Design wb_scoreboard, sky130hd; sources not shown.
run_1/layer_met1.png
Supply wires on this layer in gray.
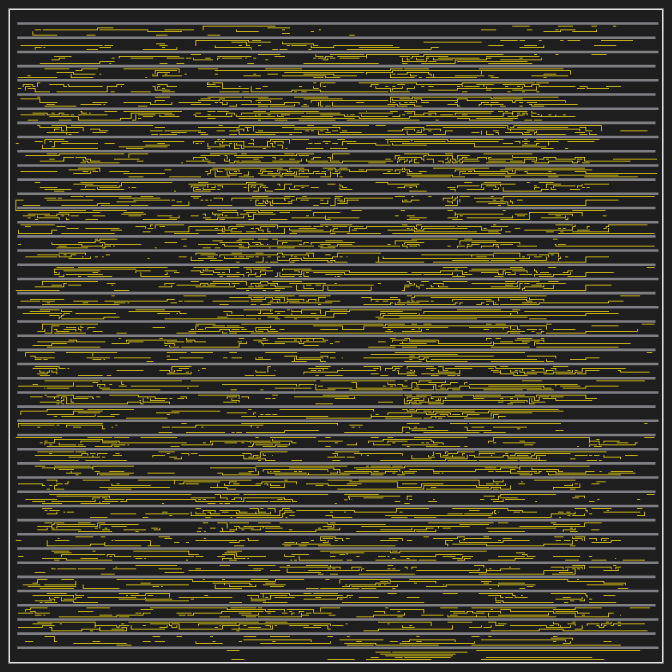
share of all routed wire: 43%
longest straight run: 49.2 µm
main direction: horizontal
nets with wire on the layer: 1,060
Total Routed Length: 25,100 µm
grt met1 use: 45.2%
via count: 7,813

run_1/layer_met4.png
Bar = 50 µm. Supply wires on this layer in gray. Cells faint in the background.
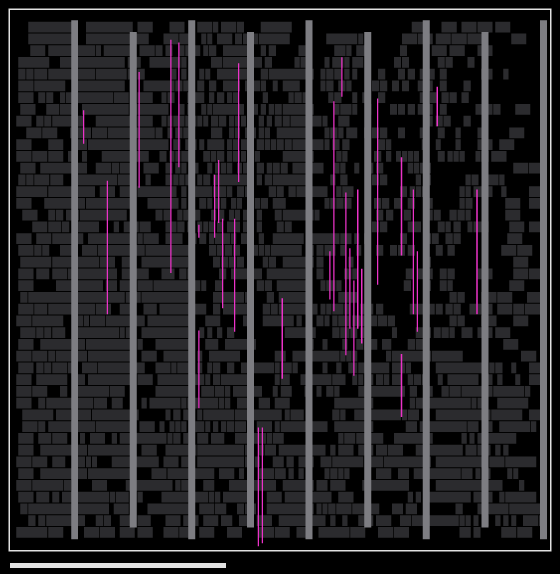
wire length on this layer: 700 µm
share of all routed wire: 2.8%

run_1/cell_density.png
The die is cut into 12 by 12 equal tiles; white is low, dark blue is high, 0 to 100% covered.
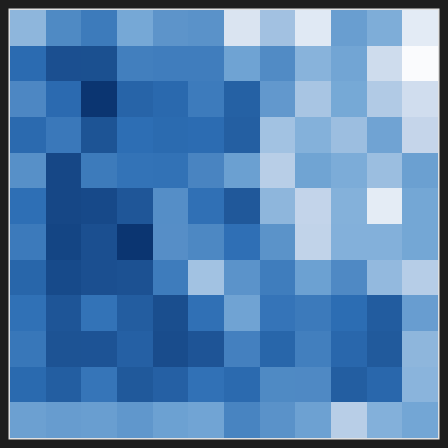
tiles over 75% full: 32%
emptiest ninth of the die: north-east
mean over tiles: 63%
densest ninth of the die: west
Core Box Area: 14,600 µm²
post-route core utilization: 68.4%

==> impl_results.rst, run 1 <==
Physical design figures
=======================

.. list-table::
   :header-rows: 1

   * - Metric
     - Value
   * - Least-Margin Pin Slew
     - 1.09 ns
   * - Start-to-end type of the worst setup path
     - in -> out
   * - Tap cells
     - about 180
   * - Routed length per instance
     - 19.4 µm
   * - Global route total overflow
     - 0
   * - CTS clk-pin slew, worst paths
     - 0.06 ns
   * - Power Density
     - 386 nW/µm²
   * - Global-route wire length before repair
     - 40,000 µm
   * - Highest-delay cell along the critical path
     - sky130_fd_sc_hd__clkdlybuf4s50_1
   * - Maxcap violations
     - 0
   * - MI comb area
     - 3400 µm²
   * - Distinct lib cells used
     - 34
   * - Fillers
     - 1,212
   * - Number of buffers outside the clock class in the layout
     - 186
   * - Worst R2R Setup Slack
     - ~2.8 ns
   * - Maximum cell stage delay along the critical path
     - 0.80 ns
   * - Clkbuf count
     - 19
   * - Largest contributor to cell area by class
     - sequential cells
   * - Count of H-tree levels built during CTS
     - 4
   * - Final worst path period need
     - about 5.1 ns
   * - Most common flop cell mapped by yosys
     - sky130_fd_sc_hd__dfxtp_1
   * - Worst slack at placement
     - 1.07 ns
   * - Max-slew violation count
     - 0
   * - # placed instances
     - 1,258
   * - Post-Route Skew
     - 0.0144 ns
   * - Number of gates given a new drive strength after cts
     - 0
   * - Max FFs per register
     - ~64
   * - Buffer levels on the longest clock path
     - 2
   * - Critical Path Stages
     - 12
   * - Count of port buffers added during placement
     - 168
   * - GR peak layer
     - met2
   * - Initial DRC Count
     - 1,070
   * - Critical path cell sequence
     - clkdlybuf4s50_1, clkinv_1, nand3_1, nand3_1, nand3_1, nand2_1, nor2_1, nand2_1, nand2_1, nor2_4, nor2_1, clkdlybuf4s50_1
   * - Category of cells accounting for the largest share of critical-path delay
     - buffers and inverters
   * - Share of cells above drive strength 1
     - 5.51%
   * - Total power after layout
     - 3.86 mW
   * - Pin count of the biggest net entering global routing
     - 53
   * - Worst hold path depth
     - 1
   * - Post-synthesis share of cell area spent on full adders, half adders and majority gates
     - less than 1%
   * - Final HPWL DP
     - 18,300 µm
   * - Routability congestion estimate
     - 0.994
   * - Fraction of met2 tracks used by global routing
     - 49.6%
   * - Worst relative slew slack
     - 26.8%
   * - Initial Util
     - about half
   * - Wire length on met1
     - 10,800 µm
   * - Post-detailed-route count of antenna-violating nets
     - 0
   * - Area fraction in compound gates after synthesis
     - 14.9%
   * - Hold-fix buffers at CTS
     - 0
   * - I/O pins
     - 170
   * - RSZ-0062 raised after global routing
     - false
   * - Number of warnings the tools reported
     - 26
   * - Largest logic family
     - simple AND/OR/NAND/NOR gates
   * - Worst-path fanout max
     - 9
   * - Insertion Delay late pin
     - 0.43 ns
   * - Part of the Yosys area used for sequential elements
     - 49.5%
   * - Buffer share of cell area
     - roughly 18%
   * - CTS tree
     - yes
   * - R2r worst-path depth
     - 13
   * - Dominant cell type by area after synthesis
     - sky130_fd_sc_hd__edfxtp_1
   * - Sequential cell count
     - 150
   * - Share of flip-flops with an asynchronous set or reset
     - 0%
   * - Worst Path Buf+Inv
     - 3
   * - Number of warnings issued by yosys
     - 0
   * - Post-DR vias/cell
     - 6.05
   * - Number of cell rows
     - 44
   * - Post-synth EDFFs
     - 74
   * - CP Launch Type
     - primary input
   * - Number of cells in the yosys synthesis report
     - 942
   * - Flops out of synthesis
     - 150
   * - Overall Global Routing Usage
     - 32.7%
   * - Post-synthesis share of cell area spent on xor and xnor gates
     - 0%
   * - Post-CTS Setup Bufs
     - 0
   * - Required time of the critical path
     - between 4 and 5 ns
   * - Synthesized netlist cell count
     - about 940
   * - Basic-gate share of the synthesized area counting and, or, nand and nor cells
     - roughly 27%
   * - Net Count, Synth
     - roughly 1.0k
   * - Netlist area before placement
     - 7560 µm²
   * - Summed negative setup slack over all endpoints
     - 0 ns
   * - Non-Filler Cell Area, Final
     - 10,000 µm²
   * - Leak
     - around 3.6 nW
   * - Hold Crit Class
     - reg -> reg
   * - Slack of the critical path
     - 1.07 ns
   * - Data arrival time of the critical path
     - 3.83 ns
   * - Mux area share
     - 2.65%
   * - Number of failing hold endpoints at the final stage
     - 0
   * - Period utilization
     - 82.5%
   * - Max IR drop VDD
     - 0.000280 V
   * - Inserted Clock Buffers
     - 17
   * - Met3 wire length
     - 2430 µm
   * - Yosys chip area
     - around 7600 µm²
   * - Combinational share of cell area
     - 33.9%
   * - Seq area share
     - 37.4%
   * - Met3 track demand over resource in global routing
     - 7.96%
   * - Die Y-Extent
     - ~130 µm
   * - Violated checks
     - DRC
   * - Yosys top cell area share
     - just under 30%
   * - Syn Area/Cell
     - about 8.0 µm²
   * - Placed standard-cell area
     - around 9400 µm²
   * - Synth top cell by count
     - sky130_fd_sc_hd__nand3_1
   * - Number of combinational gates with multiple inputs
     - just under 700
   * - Final routed DRC violation total
     - 18
   * - Clock-cell share
     - approximately 6.0%
   * - Number of antenna diodes
     - 0
   * - Max Used Layer
     - met4
   * - Number of iterations in the first detailed-routing pass
     - 9
   * - Met2 wire length
     - 11,200 µm
   * - Nets@finish
     - 1,192
   * - Outcome
     - complete, but fails checks
   * - Most used standard cells in the synthesized netlist
     - 161 x sky130_fd_sc_hd__nand3_1, 156 x sky130_fd_sc_hd__nor2_1, 143 x sky130_fd_sc_hd__nand2_1, 76 x sky130_fd_sc_hd__dfxtp_1, 74 x sky130_fd_sc_hd__edfxtp_1
   * - Post-synth area hogs
     - sky130_fd_sc_hd__edfxtp_1 29%, sky130_fd_sc_hd__dfxtp_1 20%, sky130_fd_sc_hd__nand3_1 11%
   * - Number of clock sinks
     - around 150
   * - Area growth from synthesis to final layout
     - 32.3%
   * - Reg area
     - 3740 µm²
   * - Fmax
     - slightly below 0.2 GHz
## run 1: layout by cell type, fill, tap and decap left out, drive strengths merged, types with 3 or more instances in the layout
cell type and count:
o31ai 12, nor3 9, edfxtp 74, clkbuf 19, nand2 144, nand4 3
nor2 160, buf 18, a22oi 22, mux2i 20, inv 57, o311ai 4
o21ai 43, a21oi 72, clkdlybuf4s50 168, clkinv 7, nand3 161, a221oi 23
dfxtp 76
## run 1: power by group
| part | switching (mW) | internal, mW |
|---|---|---|
| combinational | 0.986 | 0.451 |
| clock | 0.442 | 0.626 |
| sequential | 0.102 | 1.26 |
| total | 1.53 | 2.33 |
## Run 2: what changed since run 1
--- a/config.mk
+++ b/config.mk
@@ -8,10 +8,10 @@
 export ABC_AREA = 1
 export CAP_MARGIN = 10
 export CORE_MARGIN = 1
-export CORE_UTILIZATION = 50
+export CORE_UTILIZATION = 46
 export DETAILED_ROUTE_END_ITERATION = 10
 export HOLD_SLACK_MARGIN = 0.02
-export PLACE_DENSITY = 0.79
+export PLACE_DENSITY = 0.77
 export SLEW_MARGIN = 20
 export SYNTH_ARGS = -nofsm -noshare
 export SYNTH_HDL_FRONTEND = slang
==> constraint.sdc (replaced) <==
create_clock -name clk -period 4.2 [get_ports clk]
set_input_delay 0.84 -clock clk [delete_from_list [all_inputs] [get_ports clk]]
set_output_delay 0.84 -clock clk [all_outputs]
set_load 0.05 [all_outputs]
==> run 2 against run 1 <==
The flow now finishes without violations. Critical path type unchanged. Sequential share of layout area about the same. Clock skew is 0.0033 ns higher. Clock power up 36%.
==> impl_results.rst, run 2 <==
Physical design figures
=======================

.. list-table::
   :header-rows: 1

   * - Metric
     - Value
   * - Syn Area/Cell
     - 8.03 µm² (unchanged)
   * - Post-DR vias/cell
     - 5.74 (-5.2%)
   * - Clock power frac
     - 26.7% (-0.9 points)
   * - Sequential-cell power consumption
     - 1.99 mW (+46%)
   * - Global route total overflow
     - 0 (unchanged)
   * - Maximum cell stage delay along the critical path
     - 0.49 ns (-0.31 ns)
   * - Most common flop cell mapped by yosys
     - sky130_fd_sc_hd__dfxtp_1
   * - Inserted Clock Buffers
     - 17 (unchanged)
   * - CTS tree
     - yes
   * - Fmax
     - roughly 0.26 GHz
   * - Sw Ratio
     - 39.6% (about the same)
   * - Slack of the critical path
     - 0.375 ns (-0.696 ns)
   * - Leading cell types in the layout, fill and taps excluded
     - 167 x sky130_fd_sc_hd__clkdlybuf4s50_1, 161 x sky130_fd_sc_hd__nand3_1, 153 x sky130_fd_sc_hd__nor2_1
   * - I/O pins
     - 170 (unchanged)
   * - Highest-delay cell along the critical path
     - sky130_fd_sc_hd__clkdlybuf4s50_1
   * - Post-Route Skew
     - 0.0178 ns (+0.00335 ns)
   * - Worst-path fanout max
     - 17 (+8)
   * - Pin count of the biggest net entering global routing
     - 46 (-13%)
   * - Number of warnings issued by yosys
     - 0 (unchanged)
   * - Synthesized netlist cell count
     - 942 (unchanged)
   * - Initial Util
     - 47.4% (-4.2 points)
   * - Netlist area before placement
     - 7560 µm² (unchanged)
   * - Most numerous logic cell after layout
     - sky130_fd_sc_hd__clkdlybuf4s50_1
   * - Number of iterations in the first detailed-routing pass
     - 7 (-2)
   * - Number of failing hold endpoints at the final stage
     - 0 (unchanged)
   * - Synth top cell by count
     - sky130_fd_sc_hd__nand3_1
   * - Total net switching power
     - 2.18 mW (+42%)
   * - Category of cells accounting for the largest share of critical-path delay
     - buffers and inverters
   * - Area growth from synthesis to final layout
     - 32.4% (about the same)
   * - Worst relative slew slack
     - 35.5% (+8.7 points)
   * - Dominant cell type by area after synthesis
     - sky130_fd_sc_hd__edfxtp_1
   * - Yosys top cell area share
     - 29.4% (unchanged)
   * - Overall Global Routing Usage
     - 28.7% (-4.0 points)
   * - Final worst path period need
     - between 3 and 4 ns
   * - Global-route wire length before repair
     - 37,000 µm (-7.4%)
   * - Comb pwr
     - 2.04 mW (+42%)
   * - Fillers
     - 1,389 (+15%)
   * - Flops out of synthesis
     - 150 (unchanged)
   * - Number of warnings the tools reported
     - 26 (unchanged)
   * - Final HPWL DP
     - 17,200 µm (-5.9%)
   * - Critical path cell sequence
     - clkdlybuf4s50_1, clkinv_1, o21ai_0, nor2_1, nor2_1, nor2_1, nor2_1, nand2_1, nand2_1, nor2_4, nor2_1, buf_4
   * - Share of cells above drive strength 1
     - 5.77% (+0.26 points)
   * - Worst Path Buf+Inv
     - 3 (unchanged)
   * - Post-synth area hogs
     - sky130_fd_sc_hd__edfxtp_1 29%, sky130_fd_sc_hd__dfxtp_1 20%, sky130_fd_sc_hd__nand3_1 11%
   * - Most used standard cells in the synthesized netlist
     - 161 x sky130_fd_sc_hd__nand3_1, 156 x sky130_fd_sc_hd__nor2_1, 143 x sky130_fd_sc_hd__nand2_1, 76 x sky130_fd_sc_hd__dfxtp_1, 74 x sky130_fd_sc_hd__edfxtp_1
   * - Count of port buffers added during placement
     - 168 (unchanged)
   * - Summed negative setup slack over all endpoints
     - 0 ns (unchanged)
   * - Routed length per instance
     - 17.9 µm (-7.7%)
   * - Data arrival time of the critical path
     - 2.98 ns (-0.85 ns)
   * - Hold Crit Class
     - reg -> reg
   * - Number of cells in the yosys synthesis report
     - 942 (unchanged)
   * - Combinational share of power
     - 37.1% (about the same)
   * - CTS clk-pin slew, worst paths
     - 0.06 ns (about the same)
   * - Max FFs per register
     - 64 (unchanged)
   * - Post-synthesis share of cell area spent on full adders, half adders and majority gates
     - 0.165% (unchanged)
   * - Number of cell rows
     - 46 (+4.5%)
   * - Number of gates given a new drive strength after cts
     - 0 (unchanged)
   * - Post-detailed-route count of antenna-violating nets
     - 0 (unchanged)
   * - Routability congestion estimate
     - 0.975 (-1.8%)
   * - Yosys chip area
     - 7560 µm² (unchanged)
   * - Share of flip-flops with an asynchronous set or reset
     - 0% (unchanged)
   * - Group with the largest share of power
     - combinational cells
   * - Hold-fix buffers at CTS
     - 0 (unchanged)
   * - Initial DRC Count
     - 847 (-21%)
   * - RSZ-0062 raised after global routing
     - false
   * - Least-Margin Pin Slew
     - 0.966 ns (-0.125 ns)
   * - Max IR drop VDD
     - 0.000371 V (+33%)
   * - Total clock network power
     - 1.46 mW (+36%)
   * - R2r worst-path depth
     - 15 (+2)
   * - Nets@finish
     - 1,194 (+0.17%)
   * - Worst hold path depth
     - 1 (unchanged)
   * - Start-to-end type of the worst setup path
     - in -> out
   * - Power Density
     - 548 nW/µm² (+42%)
   * - Leak
     - 3.60 nW (-0.31%)
   * - CP Launch Type
     - primary input
   * - Worst slack at placement
     - 0.425 ns (-0.646 ns)
   * - Post-synthesis share of cell area spent on xor and xnor gates
     - 0% (unchanged)
   * - Post-CTS Setup Bufs
     - 0 (unchanged)
   * - Number of antenna diodes
     - 0 (unchanged)
   * - Internal Pwr Total
     - 3.31 mW (+42%)
   * - Core Box Area
     - 15,900 µm² (+8.9%)
   * - Required time of the critical path
     - 3.36 ns (-1.54 ns)
   * - Outcome
     - completed
   * - Placed standard-cell area
     - 9450 µm² (+0.64%)
   * - Sequential cell fraction of total power
     - 36.3% (+1.1 points)
   * - Total power after layout
     - 5.49 mW (+42%)
   * - Critical Path Stages
     - 12 (unchanged)
   * - Basic-gate share of the synthesized area counting and, or, nand and nor cells
     - 26.9% (unchanged)
run 2: cell counts after synthesis:
Identical to the previous run, type by type.
run 2: area by class of cell:
class	instances	area [µm²]	share of cell area [%]
Inverter	55	206	2.06
Tap cell	216	270	2.70
Timing Repair Buffer	188	1830	18.3
Clock inverter	15	144	1.44
Sequential cell	150	3740	37.4
Multi-Input combinational cell	684	3400	33.9
Clock buffer	17	425	4.25
run 2: per-layer routing:
| metal | track usage (%) | routed length [µm] | vias up |
|---|---|---|---|
| met2 | 44.1 | 10600 | 428 |
| li1 | - | - | 3608 |
| met4 | 10.3 | 537 | 0 |
| met5 | 0 | 0 | - |
| met1 | 38.4 | 10200 | 3516 |
| met3 | 8.49 | 2400 | 50 |
run_2/layer_met4.png
Bar = 50 µm. Supply wires on this layer in gray. Cells faint in the background.
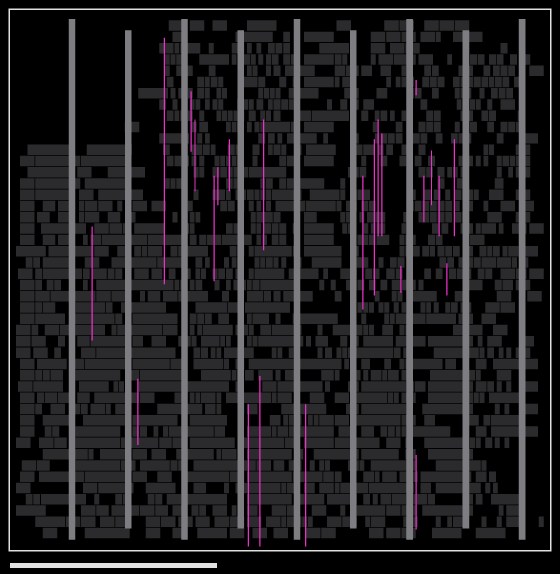
nets with wire on the layer: 22
wire length on this layer: 537 µm
longest straight run: 59.2 µm
via count: 7,602
Total Routed Length: 23,800 µm

No activity file was given, so power comes from the tool's default toggle rates.
